==> src/rtl/mem_arbiter_if.sv <==
// Bus bundle between the instruction/data requesters, the arbiter and the RAM.
// The slave modport is the arbiter's view; master is the view of whatever drives it.
interface mem_arbiter_if;
  logic        iREN;
  logic [31:0] iaddr;
  logic [31:0] iload;
  logic        iwait;

  logic        dREN;
  logic        dWEN;
  logic [31:0] daddr;
  logic [31:0] dstore;
  logic [31:0] dload;
  logic        dwait;

  logic        ramREN;
  logic        ramWEN;
  logic [31:0] ramaddr;
  logic [31:0] ramstore;
  logic [31:0] ramload;
  logic [1:0]  ramstate;

  logic        err;

  modport master (
    output iREN, iaddr, dREN, dWEN, daddr, dstore, ramload, ramstate,
    input  iload, iwait, dload, dwait, ramREN, ramWEN, ramaddr, ramstore, err
  );

  modport slave (
    input  iREN, iaddr, dREN, dWEN, daddr, dstore, ramload, ramstate,
    output iload, iwait, dload, dwait, ramREN, ramWEN, ramaddr, ramstore, err
  );
endinterface

==> src/rtl/mem_arbiter.sv <==
// Single-port RAM arbiter between an instruction fetch port and a data port,
// with data priority, bounded instruction starvation and a per-grant timeout.
module mem_arbiter #(
  parameter int STARVE_MAX = 4,
  parameter int TIMEOUT    = 16
) (
  input  logic         CLK,
  input  logic         nRST,
  mem_arbiter_if.slave bus
);

  localparam int SW = ($clog2(STARVE_MAX + 1) > 3) ? $clog2(STARVE_MAX + 1) : 3;
  localparam int GW = ($clog2(TIMEOUT) > 1) ? $clog2(TIMEOUT) : 1;
  localparam logic [SW-1:0] STARVE_LIM = SW'(STARVE_MAX);
  localparam logic [GW-1:0] GRANT_LAST = GW'(TIMEOUT - 1);
  localparam logic [1:0]    RAM_ACCESS = 2'd2;
  localparam logic [1:0]    RAM_ERROR  = 2'd3;

  typedef enum logic [1:0] {IDLE, IGNT, DGNT} state_t;

  state_t        state;
  logic [SW-1:0] starve_cnt;
  logic [GW-1:0] grant_cnt;

  logic d_req;
  logic i_act;
  logic d_act;
  logic grant_act;
  logic ram_access;
  logic ram_error;
  logic timeout;
  logic release_grant;
  logic starve_hit;

  // A grant is only live while its requester still asks; dropping the request
  // kills the RAM enables in the same cycle.
  assign d_req         = bus.dREN | bus.dWEN;
  assign i_act         = (state == IGNT) & bus.iREN;
  assign d_act         = (state == DGNT) & d_req;
  assign grant_act     = i_act | d_act;
  assign ram_access    = (bus.ramstate == RAM_ACCESS);
  assign ram_error     = (bus.ramstate == RAM_ERROR);
  assign timeout       = grant_act & ~ram_access & (grant_cnt == GRANT_LAST);
  assign release_grant = ~grant_act | ram_access | ram_error | timeout;
  assign starve_hit    = (starve_cnt == STARVE_LIM);

  // NOTE: state registers use non-blocking assignments so every flop samples
  // the pre-edge values regardless of statement order.
  always_ff @(posedge CLK or negedge nRST) begin
    if (!nRST) begin
      state      <= IDLE;
      starve_cnt <= '0;
      grant_cnt  <= '0;
    end else begin
      unique case (state)
        IDLE: begin
          grant_cnt <= '0;
          if (d_req && !(bus.iREN && starve_hit)) begin
            state <= DGNT;
            // starve_hit with iREN set diverts to IGNT, so this never overflows.
            starve_cnt <= bus.iREN ? starve_cnt + 1'b1 : '0;
          end else if (bus.iREN) begin
            state      <= IGNT;
            starve_cnt <= '0;
          end else begin
            starve_cnt <= '0;
          end
        end
        IGNT, DGNT: begin
          if (release_grant) state <= IDLE;
          else               grant_cnt <= grant_cnt + 1'b1;
        end
        default: state <= IDLE;
      endcase
    end
  end

  // NOTE: every output gets a default before the conditional logic so the
  // combinational block can never infer a latch.
  always_comb begin
    bus.ramREN   = 1'b0;
    bus.ramWEN   = 1'b0;
    bus.ramaddr  = '0;
    bus.ramstore = '0;
    if (i_act) begin
      bus.ramREN  = 1'b1;
      bus.ramaddr = bus.iaddr;
    end else if (d_act) begin
      bus.ramaddr  = bus.daddr;
      bus.ramstore = bus.dstore;
      bus.ramWEN   = bus.dWEN;
      bus.ramREN   = ~bus.dWEN;
    end
  end

  assign bus.iload = (state == IGNT) ? bus.ramload : '0;
  assign bus.dload = (state == DGNT) ? bus.ramload : '0;
  assign bus.iwait = bus.iREN & ~((state == IGNT) & ram_access);
  assign bus.dwait = d_req & ~((state == DGNT) & ram_access);
  assign bus.err   = grant_act & (ram_error | timeout);

endmodule

==> src/flat_wrapper.sv <==
// flat-port wrapper written by rule: the top's interface ports become plain ports
module mem_arbiter_flat 
#(
  parameter int STARVE_MAX = 4,
  parameter int TIMEOUT    = 16
)
  (CLK, nRST, bus_iREN, bus_iaddr, bus_dREN, bus_dWEN, bus_daddr, bus_dstore, bus_ramload, bus_ramstate, bus_iload, bus_iwait, bus_dload, bus_dwait, bus_ramREN, bus_ramWEN, bus_ramaddr, bus_ramstore, bus_err);
  mem_arbiter_if bus_i ();
  input  logic CLK;
  input  logic nRST;
  input wire logic [$bits(bus_i.iREN)-1:0] bus_iREN;
  input wire logic [$bits(bus_i.iaddr)-1:0] bus_iaddr;
  input wire logic [$bits(bus_i.dREN)-1:0] bus_dREN;
  input wire logic [$bits(bus_i.dWEN)-1:0] bus_dWEN;
  input wire logic [$bits(bus_i.daddr)-1:0] bus_daddr;
  input wire logic [$bits(bus_i.dstore)-1:0] bus_dstore;
  input wire logic [$bits(bus_i.ramload)-1:0] bus_ramload;
  input wire logic [$bits(bus_i.ramstate)-1:0] bus_ramstate;
  output wire logic [$bits(bus_i.iload)-1:0] bus_iload;
  output wire logic [$bits(bus_i.iwait)-1:0] bus_iwait;
  output wire logic [$bits(bus_i.dload)-1:0] bus_dload;
  output wire logic [$bits(bus_i.dwait)-1:0] bus_dwait;
  output wire logic [$bits(bus_i.ramREN)-1:0] bus_ramREN;
  output wire logic [$bits(bus_i.ramWEN)-1:0] bus_ramWEN;
  output wire logic [$bits(bus_i.ramaddr)-1:0] bus_ramaddr;
  output wire logic [$bits(bus_i.ramstore)-1:0] bus_ramstore;
  output wire logic [$bits(bus_i.err)-1:0] bus_err;
  assign bus_i.iREN = bus_iREN;
  assign bus_i.iaddr = bus_iaddr;
  assign bus_i.dREN = bus_dREN;
  assign bus_i.dWEN = bus_dWEN;
  assign bus_i.daddr = bus_daddr;
  assign bus_i.dstore = bus_dstore;
  assign bus_i.ramload = bus_ramload;
  assign bus_i.ramstate = bus_ramstate;
  assign bus_iload = bus_i.iload;
  assign bus_iwait = bus_i.iwait;
  assign bus_dload = bus_i.dload;
  assign bus_dwait = bus_i.dwait;
  assign bus_ramREN = bus_i.ramREN;
  assign bus_ramWEN = bus_i.ramWEN;
  assign bus_ramaddr = bus_i.ramaddr;
  assign bus_ramstore = bus_i.ramstore;
  assign bus_err = bus_i.err;
  mem_arbiter #(.STARVE_MAX(STARVE_MAX), .TIMEOUT(TIMEOUT)) u_core (.CLK(CLK), .nRST(nRST), .bus(bus_i));
endmodule
==> config.mk <==
export PLATFORM = sky130hd
export DESIGN_NAME = mem_arbiter_flat
export DESIGN_NICKNAME = d
export VERILOG_FILES = /design/src/rtl/mem_arbiter_if.sv /design/src/rtl/mem_arbiter.sv /design/src/flat_wrapper.sv
export SDC_FILE = /design/constraint.sdc
export NUM_CORES = 1
export LEC_CHECK = 0
export CAP_MARGIN = 15
export CORE_AREA = 2 2 103 105
export CTS_CLUSTER_SIZE = 28
export DETAILED_ROUTE_END_ITERATION = 10
export DIE_AREA = 0 0 105 107
export GPL_ROUTABILITY_DRIVEN = 0
export PLACE_DENSITY = 0.59
export SLEW_MARGIN = 10
export SYNTH_ARGS = -nofsm -noshare
export SYNTH_HDL_FRONTEND = slang
export SYNTH_SLANG_ARGS = --single-unit
export TNS_END_PERCENT = 20
==> constraint.sdc <==
create_clock -name CLK -period 4.07 [get_ports CLK]
set_input_delay 0.814 -clock CLK [delete_from_list [all_inputs] [get_ports CLK]]
set_output_delay 0.814 -clock CLK [all_outputs]
set_load 0.1 [all_outputs]
Run 1, clock wires, drivers and flops:
Bar = 20 um.
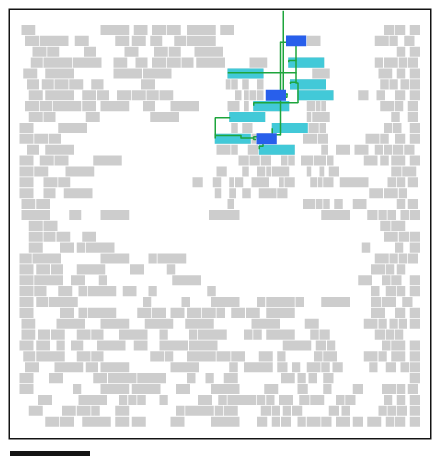
[cyan] flip-flops | count: 9
[green] clock wires | length: 143 um
[blue] clock drivers | count: 3
routed clock nets	4
Clock Skews: 0.00351 ns
Clk power: 103 uW
clock latency at the later pin of the worst-skew pair: 0.23 ns

Run 1, I/O pins on the die edge:
Pins as bars across the die edge, other pins in gray.
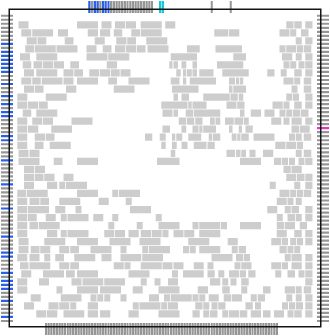
color	port	pins	direction	edge
cyan	bus_ramstate	2	input	north
blue	bus_daddr	32	input	26 west, 6 north
magenta	bus_ramWEN	1	output	east

Run 1, wiring by layer:
Bar = 20 um.
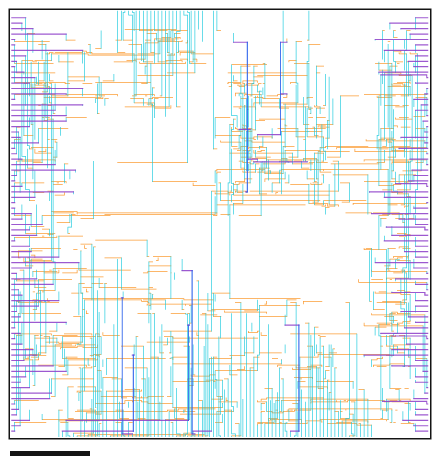
color	layer	wire length
blue	metal 4	205 um
purple	metal 3	934 um
cyan	metal 2	4750 um
orange	metal 1	3170 um
WL final: 9.06 mm
routed len/inst: 14.9 um
total track usage: 15.5%
DR vias: 2607

Run 1, the clock network:
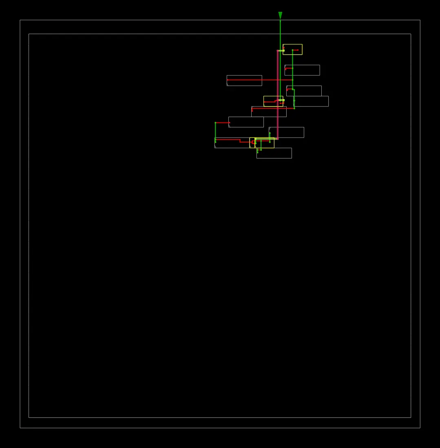
CTS sink count: 9
clkbuf count: 4
Flop Count: 9
total CTS buffers: 3

==> flow_summary.json, run 1 <==
{
  "status": "finished clean",
  "holdPathEnd": "u_core.grant_cnt[0]$_DFFE_PN0P_",
  "holdPathStages": 1,
  "routed_via_density": 4.29,
  "fin_setup_tns_ns": 0,
  "synth_cell_types": 28,
  "grt_pass1_wl_mm": 14.2,
  "drv_cap": 0,
  "cts_setup_buffers": 0,
  "timing.rr.end": "u_core.grant_cnt[3]$_DFFE_PN0P_",
  "die-height_um": 107,
  "areaGrowthSynthToFinish_pct": 212,
  "synth.net_count": 357,
  "route.detailed.drc": 0,
  "dieArea_um2": 11200,
  "vdd.ir_drop.worst_mv": 0.454,
  "crit_type": "in2out",
  "synth-edff-count": 0,
  "synthTopCellsByCount": "and2_1 (65), and3_1 (33), a22o_1 (32)",
  "mostFrequentLayoutCells": "clkdlybuf4s50_1 (134), buf_4 (71), buf_12 (67), and2_1 (65), and3_1 (33)",
  "crit_cells": 6,
  "fmax_mhz": 307,
  "power_density_nw_per_um2": 876,
  "setup_viol": 0,
  "cp-endpoint": "bus_ramaddr[31]",
  "ys_area_um2": 1580,
  "num-nets-final": 613,
  "mostFrequentLayoutCell": "clkdlybuf4s50_1",
  "power.leakage_nw": 2.26,
  "die_w_um": 105,
  "synth_cells": 216,
  "period_used_pct": 80.1,
  "final_core_util_pct": 48.8,
  "crit_start": "bus_iREN",
  "drt_pass1_iterations": 4,
  "dpl.hpwl_mm": 7.91,
  "crit_buf_inv": 3,
  "critPathRequiredTime_ns": 3.26,
  "overflow": 0,
  "cts-htree-levels": 1,
  "rows": 37,
  "yosysTopAreaCell": "and2_1",
  "hp-class": "reg2reg",
  "hold_violations": 0,
  "area_leaders": "and2_1 (26%), a22o_1 (18%), dfrtp_1 (14%)",
  "cp-end-kind": "output pin",
  "ys_ff": 9,
  "slew_headroom_pct": 62.4,
  "yosysSeqAreaShare_pct": 14.3,
  "syn_area_per_cell_um2": 7.31,
  "antennaDiodeCount": 0
}
==> run 1: stage by stage <==
stage / worst slack, ns / std cells / power [mW] / instance area, um2
finish: 0.809 / 607 / 4.31 / 4920
global route: 0.692 / 607 / 4.45 / 4920
floorplan: 0.128 / 216 / 2.94 / 1580
global placement: 0.812 / 603 / 4.21 / 4880
detailed placement: 0.818 / 603 / 4.24 / 4880
CTS: 0.807 / 607 / 4.34 / 4920
==> run 1: report_power, final <==
group / internal (mW) / switching, mW / total [mW]
combinational: 1.19 / 2.88 / 4.08
sequential: 0.115 / 0.0185 / 0.134
clock: 0.0682 / 0.0347 / 0.103
total: 1.38 / 2.94 / 4.31
==> run 1: layout make-up <==
| cell class | count | area [um2] |
|---|---|---|
| fill | 927 | 5170 |
| timing repair buffer | 272 | 3220 |
| multi-input combinational | 179 | 1240 |
| sequential | 9 | 225 |
| tap | 136 | 170 |
| clock buffer | 4 | 45.0 |
| inverter | 7 | 26.3 |
==> run 1: logic make-up after synthesis <==
| group | count (synthesis) | synth area share [%] |
|---|---|---|
| compound gates | 52 | 26.1 |
| flops | 9 | 14.3 |
| mux | 1 | 0.634 |
| buf+inv | 28 | 7.45 |
| fa+ha+maj | 6 | 4.75 |
| xor+xnor | 1 | 0.555 |
| simple gates | 119 | 46.3 |
==> run 1: routing by layer <==
| layer | GRT usage (%) | wire [um] | part of all wire (%) | vias up |
|---|---|---|---|---|
| met3 | 4.38 | 934 | 10 | 15 |
| met1 | 16.0 | 3170 | 35 | 1138 |
| met4 | 4.38 | 204 | 2.3 | 0 |
| met2 | 30.4 | 4750 | 52 | 179 |
| met5 | 0 | 0 | 0 | - |
| li1 | - | - | - | 1275 |
==> run 1: state kept, by name, summed over array words and instances, names as in the netlist <==
name and cells:
u_core.state 2, u_core.grant_cnt 4, u_core.starve_cnt 3
--- run 2 (diff from run 1) ---
--- a/config.mk
+++ b/config.mk
@@ -6,12 +6,12 @@
 export NUM_CORES = 1
 export LEC_CHECK = 0
 export CAP_MARGIN = 15
-export CORE_AREA = 2 2 103 105
+export CORE_AREA = 2 2 104 106
 export CTS_CLUSTER_SIZE = 28
 export DETAILED_ROUTE_END_ITERATION = 10
-export DIE_AREA = 0 0 105 107
+export DIE_AREA = 0 0 106 108
 export GPL_ROUTABILITY_DRIVEN = 0
-export PLACE_DENSITY = 0.59
+export PLACE_DENSITY = 0.61
 export SLEW_MARGIN = 10
 export SYNTH_ARGS = -nofsm -noshare
 export SYNTH_HDL_FRONTEND = slang
==> constraint.sdc (replaced) <==
create_clock -name CLK -period 3 [get_ports CLK]
set_input_delay 0.6 -clock CLK [delete_from_list [all_inputs] [get_ports CLK]]
set_output_delay 0.6 -clock CLK [all_outputs]
set_load 0.1 [all_outputs]
Run 2, register map, names as in the netlist:
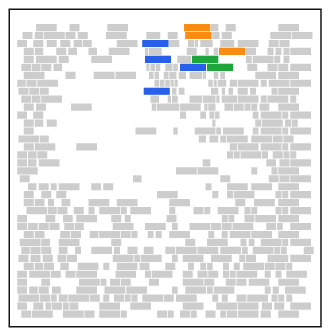
color	netlist name	flops
blue	u_core.grant_cnt	4
green	u_core.state	2
orange	u_core.starve_cnt	3
Seq/total area: 3.89%
P_seq: 183 uW
Register Area: 225 um2
final core utilization: 56.6%

Run 2, the clock network:
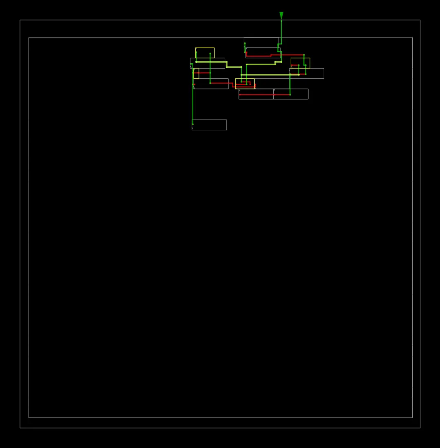
Clock Skews: 0.00201 ns
Clk power: 142 uW

==> run 2 against run 1 <==
Total power rose by 51%. Sequential share of layout area fell by 0.69 points. Cell count rose by 0.16%. Count of clock-buffer cells in the layout did not move. Sequential power rose by 37%. Worst hold slack got worse by 0.0031 ns. Routed wire length rose by 18%. Sequential cell count did not move.
==> flow_summary.json, run 2 <==
{
  "fmax_mhz": 356,
  "largest_register_ffs": 4,
  "dieArea_um2": 11400,
  "period_used_pct": 93.6,
  "reg_top3": "u_core.grant_cnt (4), u_core.starve_cnt (3), u_core.state (2)",
  "area_leaders": "and2_1 (26%), a22o_1 (18%), dfrtp_1 (14%)",
  "setup_viol": 0,
  "crit_start": "bus_iREN",
  "route.detailed.drc": 0,
  "holdPathStages": 1,
  "dpl.hpwl_mm": 9.49,
  "grt_use_total_pct": 18.0,
  "power.leakage_nw": 2.48,
  "drv_cap": 0,
  "ys_ff": 9,
  "hold_violations": 0,
  "status": "finished clean",
  "yosysSeqAreaShare_pct": 14.3,
  "synthTopCellsByCount": "and2_1 (65), and3_1 (33), a22o_1 (32)",
  "cts_setup_buffers": 0,
  "areaGrowthSynthToFinish_pct": 267,
  "overflow": 0,
  "die_w_um": 106,
  "clock_latency_ns": 0.23,
  "cp-endpoint": "bus_ramaddr[2]",
  "fillCellCount": 870,
  "totalWireLength_mm": 10.7,
  "p_total_mw": 6.51,
  "hp-class": "reg2reg",
  "vdd.ir_drop.worst_mv": 0.617,
  "ys_area_um2": 1580,
  "cts-buffers-inserted": 3,
  "wl_per_cell_um": 17.7,
  "antennaDiodeCount": 0,
  "synth_cells": 216,
  "synth.net_count": 357,
  "slew_headroom_pct": 72.1,
  "holdPathEnd": "u_core.grant_cnt[0]$_DFFE_PN0P_",
  "critPathRequiredTime_ns": 2.40,
  "num-nets-final": 614,
  "cp-end-kind": "output pin",
  "crit_type": "in2out",
  "grt_pass1_wl_mm": 16.0,
  "cts-htree-levels": 1,
  "mostFrequentLayoutCells": "buf_12 (136), clkdlybuf4s50_1 (134), and2_1 (65), and3_1 (33), a22o_1 (32)",
  "syn_area_per_cell_um2": 7.31,
  "mostFrequentLayoutCell": "buf_12",
  "via_count": 2658,
  "synth_cell_types": 28
}
run 2: cell counts after synthesis:
No cell type changed its count.
run 2: critical path, stage by stage:
cell and delay [ns]:
clkdlybuf4s50_1 0.51, and2_1 0.26, nor2_2 0.18, buf_12 0.20, a22o_1 0.24, buf_12 0.20
run 2: cells by family after synthesis:
group / synth area share (%)
AND-OR/OR-AND: 26.1
XOR/XNOR: 0.555
adder cells (fa/ha/maj): 4.75
buffers and inverters: 7.45
flip-flops: 14.3
multiplexers: 0.634
AND/OR/NAND/NOR: 46.3
run 2: final cells by class:
cell class / count / area (um2) / share of cell area, %
inverters: 7 / 26.3 / 0.453
multi-input cells: 179 / 1240 / 21.4
well taps: 136 / 170 / 2.94
repair buffers: 273 / 4090 / 70.5
flip-flops and latches: 9 / 225 / 3.89
clock buffers: 4 / 45.0 / 0.777
run 2: per-layer routing:
metal	wire length [um]	GRT usage (%)	share of wire, %
met1	3850	18.4	36
met2	5620	35.6	52
met3	1090	6.15	10
met4	171	3.01	1.6
met5	0	0	0
run 2: power by group:
| group | switching (mW) | internal [mW] |
|---|---|---|
| logic | 4.06 | 2.12 |
| clock network | 0.0496 | 0.0927 |
| registers | 0.0270 | 0.156 |
run 2: through the flow:
stage / setup WS (ns) / hold slack (ns) / std cells / area, um2
6_report: 0.192 / 0.509 / 608 / 5790
5_1_grt: 0.119 / 0.550 / 608 / 5790
4_1_cts: 0.162 / 0.513 / 608 / 5790
3_5_place_dp: 0.176 / 0.504 / 604 / 5750
3_3_place_gp: 0.162 / 0.501 / 604 / 5750
2_1_floorplan: -0.530 / 0.304 / 216 / 1580
--- run 3 (diff from run 2) ---
--- a/config.mk
+++ b/config.mk
@@ -12,6 +12,7 @@
 export DIE_AREA = 0 0 106 108
 export GPL_ROUTABILITY_DRIVEN = 0
 export PLACE_DENSITY = 0.61
+export SETUP_SLACK_MARGIN = 0.5
 export SLEW_MARGIN = 10
 export SYNTH_ARGS = -nofsm -noshare
 export SYNTH_HDL_FRONTEND = slang
Run 3, I/O pins on the die edge:
Pins as bars across the die edge, other pins in gray.
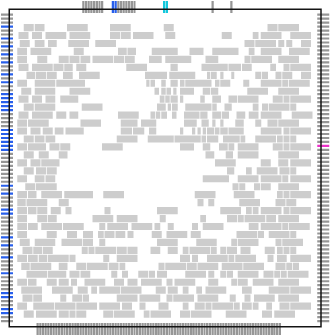
color	port	pins	direction	edge
blue	bus_daddr	32	input	30 west, 2 north
cyan	bus_ramstate	2	input	north
magenta	bus_ramWEN	1	output	east
all pins by edge	91 south, 78 east, 78 west, 21 north
Die X: 106 um
die height: 108 um
IO buf count: 267

Run 3, clock wires, drivers and flops:
Bar = 20 um.
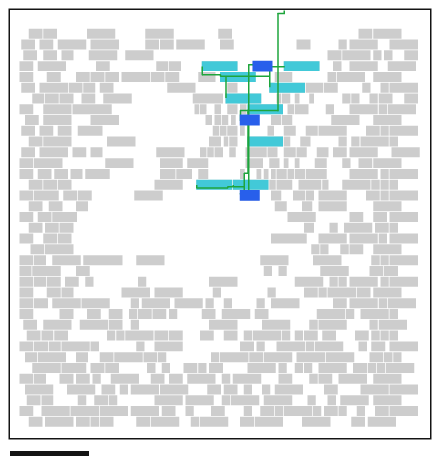
[cyan] flip-flops | count: 9
[green] clock wires | length: 148 um
[blue] clock drivers | count: 3
flops lie	north
Clk power: 139 uW
clock share of power: 2.1%
Clock Skews: 0.00336 ns

==> run 3 against run 2 <==
Die size stayed put. Critical path depth increased by 1. Sequential cell count unchanged. Design area is 3.6% higher. Sequential power about the same. Worst hold slack worse by 0.0071 ns. Combinational power up 3.6%. Routed wire length down 0.44%. First-iteration DRC count shrank 22%. Total power increased by 3.4%. Count of clock-buffer cells in the layout unchanged. Register-to-register slack improved by 0.14 ns.
==> flow_summary.json, run 3 <==
{
  "status": "finished clean",
  "whs_ns": 0.502,
  "mostFrequentLayoutCell": "buf_12",
  "synthAoiAreaFrac_pct": 26.1,
  "routed_via_density": 4.42,
  "p_int_mw": 2.53,
  "power.leakage_nw": 2.58,
  "rsz0062_at_grt": "false",
  "overflow": 0,
  "fillCellCount": 853,
  "ys_ff": 9,
  "largest_register_ffs": 4,
  "seq_power_share_pct": 2.7,
  "final_layout_size_suffix_gt1_share_pct": 36.7,
  "power_density_nw_per_um2": 1120,
  "slew_headroom_pct": 73.2,
  "fin_setup_tns_ns": 0,
  "placed_cells": 606,
  "p_total_mw": 6.73,
  "crit_type": "in2out",
  "fin_cells": 616,
  "synth.net_count": 357,
  "regMostFlops": "u_core.grant_cnt",
  "ys_area_um2": 1580,
  "cts-htree-levels": 1,
  "comb-power_mw": 6.41,
  "vdd.ir_drop.worst_mv": 0.666,
  "num-nets-final": 622,
  "rows": 37,
  "mostFrequentLayoutCells": "buf_12 (135), clkdlybuf4s50_1 (131), and2_1 (64), and3_1 (33), a22o_1 (18)",
  "areaGrowthSynthToFinish_pct": 280,
  "placed_area_um2": 5770,
  "yosysTopAreaCell": "and2_1",
  "hold_violations": 0,
  "switching_power_mw": 4.20,
  "pwr.group.sequential_uw": 183,
  "layout_setup_ws_ns": 0.541,
  "hp-class": "reg2reg",
  "power_frac_comb_pct": 95.2,
  "area_leaders": "and2_1 (26%), a22o_1 (18%), dfrtp_1 (14%)",
  "drv_cap": 0,
  "pre_cts_slack_ns": 0.109,
  "grt_pass1_wl_mm": 16.2,
  "critPathRequiredTime_ns": 2.40,
  "cts_tree": "built",
  "final_core_util_pct": 58.7,
  "design_area_um2": 6000,
  "route.detailed.drc": 0,
  "cp-end-kind": "output pin",
  "clkTransAtPathRegs_ns": 0.04,
  "wl_per_cell_um": 17.3,
  "yosysSeqAreaShare_pct": 14.3,
  "via_count": 2720,
  "simple_gate_area_share_pct": 46.3,
  "clockBufferDepth": 2,
  "clock_latency_ns": 0.23,
  "dieArea_um2": 11400,
  "setup_viol": 0,
  "period_used_pct": 82.0,
  "grt_use_total_pct": 18.0,
  "antennaDiodeCount": 0,
  "synth_cells": 216,
  "syn_area_per_cell_um2": 7.31,
  "ys_sh_xor_pct": 0.555,
  "top_logic_kind": "simple AND/OR/NAND/NOR gates",
  "fmax_mhz": 407,
  "dpl.hpwl_mm": 9.11,
  "power_leader": "combinational cells",
  "swShare_pct": 62.4,
  "mux_share_pct": 0.634,
  "synth-edff-count": 0,
  "totalWireLength_mm": 10.7,
  "synthTopCellsByCount": "and2_1 (65), and3_1 (33), a22o_1 (32)",
  "synth_adder_area_share_pct": 4.75,
  "cts-buffers-inserted": 3,
  "synth_cell_types": 28,
  "reg_top3": "u_core.grant_cnt (4), u_core.starve_cnt (3), u_core.state (2)"
}
## run 3: cell counts after synthesis
Identical to the previous run, type by type.
## run 3: path summary, 6_finish.rpt
kind / depth (start not counted) / start / end
max: 7 / bus_dREN / bus_ramaddr[8]
min: 1 / u_core.starve_cnt[2]$_DFFE_PN0N_ / u_core.starve_cnt[2]$_DFFE_PN0N_
max reg2reg: 7 / u_core.state[0]$_DFFE_PN0P_ / u_core.grant_cnt[3]$_DFFE_PN0P_
min reg2reg: 1 / u_core.starve_cnt[2]$_DFFE_PN0N_ / u_core.starve_cnt[2]$_DFFE_PN0N_
max in group asynchronous: 1 / nRST / u_core.grant_cnt[0]$_DFFE_PN0P_
min in group asynchronous: 1 / nRST / u_core.starve_cnt[2]$_DFFE_PN0N_
## run 3: critical path: stages
cell and delay (ns):
dlygate4sd2_1 0.30, o21ai_4 0.20, nor2_4 0.07, buf_12 0.13
buf_16 0.14, a22o_4 0.24, buf_12 0.17
## run 3: what timing repair did
action / in CTS / in global routing
gates cloned: 2 / 0
setup endpoints to repair: 66 / 26
pin swaps: 6 / 1
gates resized: 21 / 5
setup buffers: 3 / 1
endpoints found under the hold margin: 0 / 0
## run 3: area by class of cell
| type | count | area, um2 | area share [%] |
|---|---|---|---|
| repair buffers | 281 | 4180 | 69.7 |
| multi-input cells | 179 | 1350 | 22.5 |
| flip-flops and latches | 9 | 225 | 3.75 |
| well taps | 136 | 170 | 2.84 |
| clock buffers | 4 | 45.0 | 0.751 |
| inverters | 7 | 26.3 | 0.438 |
## run 3: metal layers
metal | part of all wire [%] | global-route usage [%]
met1 | 34 | 17.4
met3 | 8.8 | 4.58
met2 | 56 | 38.2
met4 | 1.1 | 3.10
met5 | 0 | 0
Power figures rest on the tool's default switching activity, not on a simulated workload.
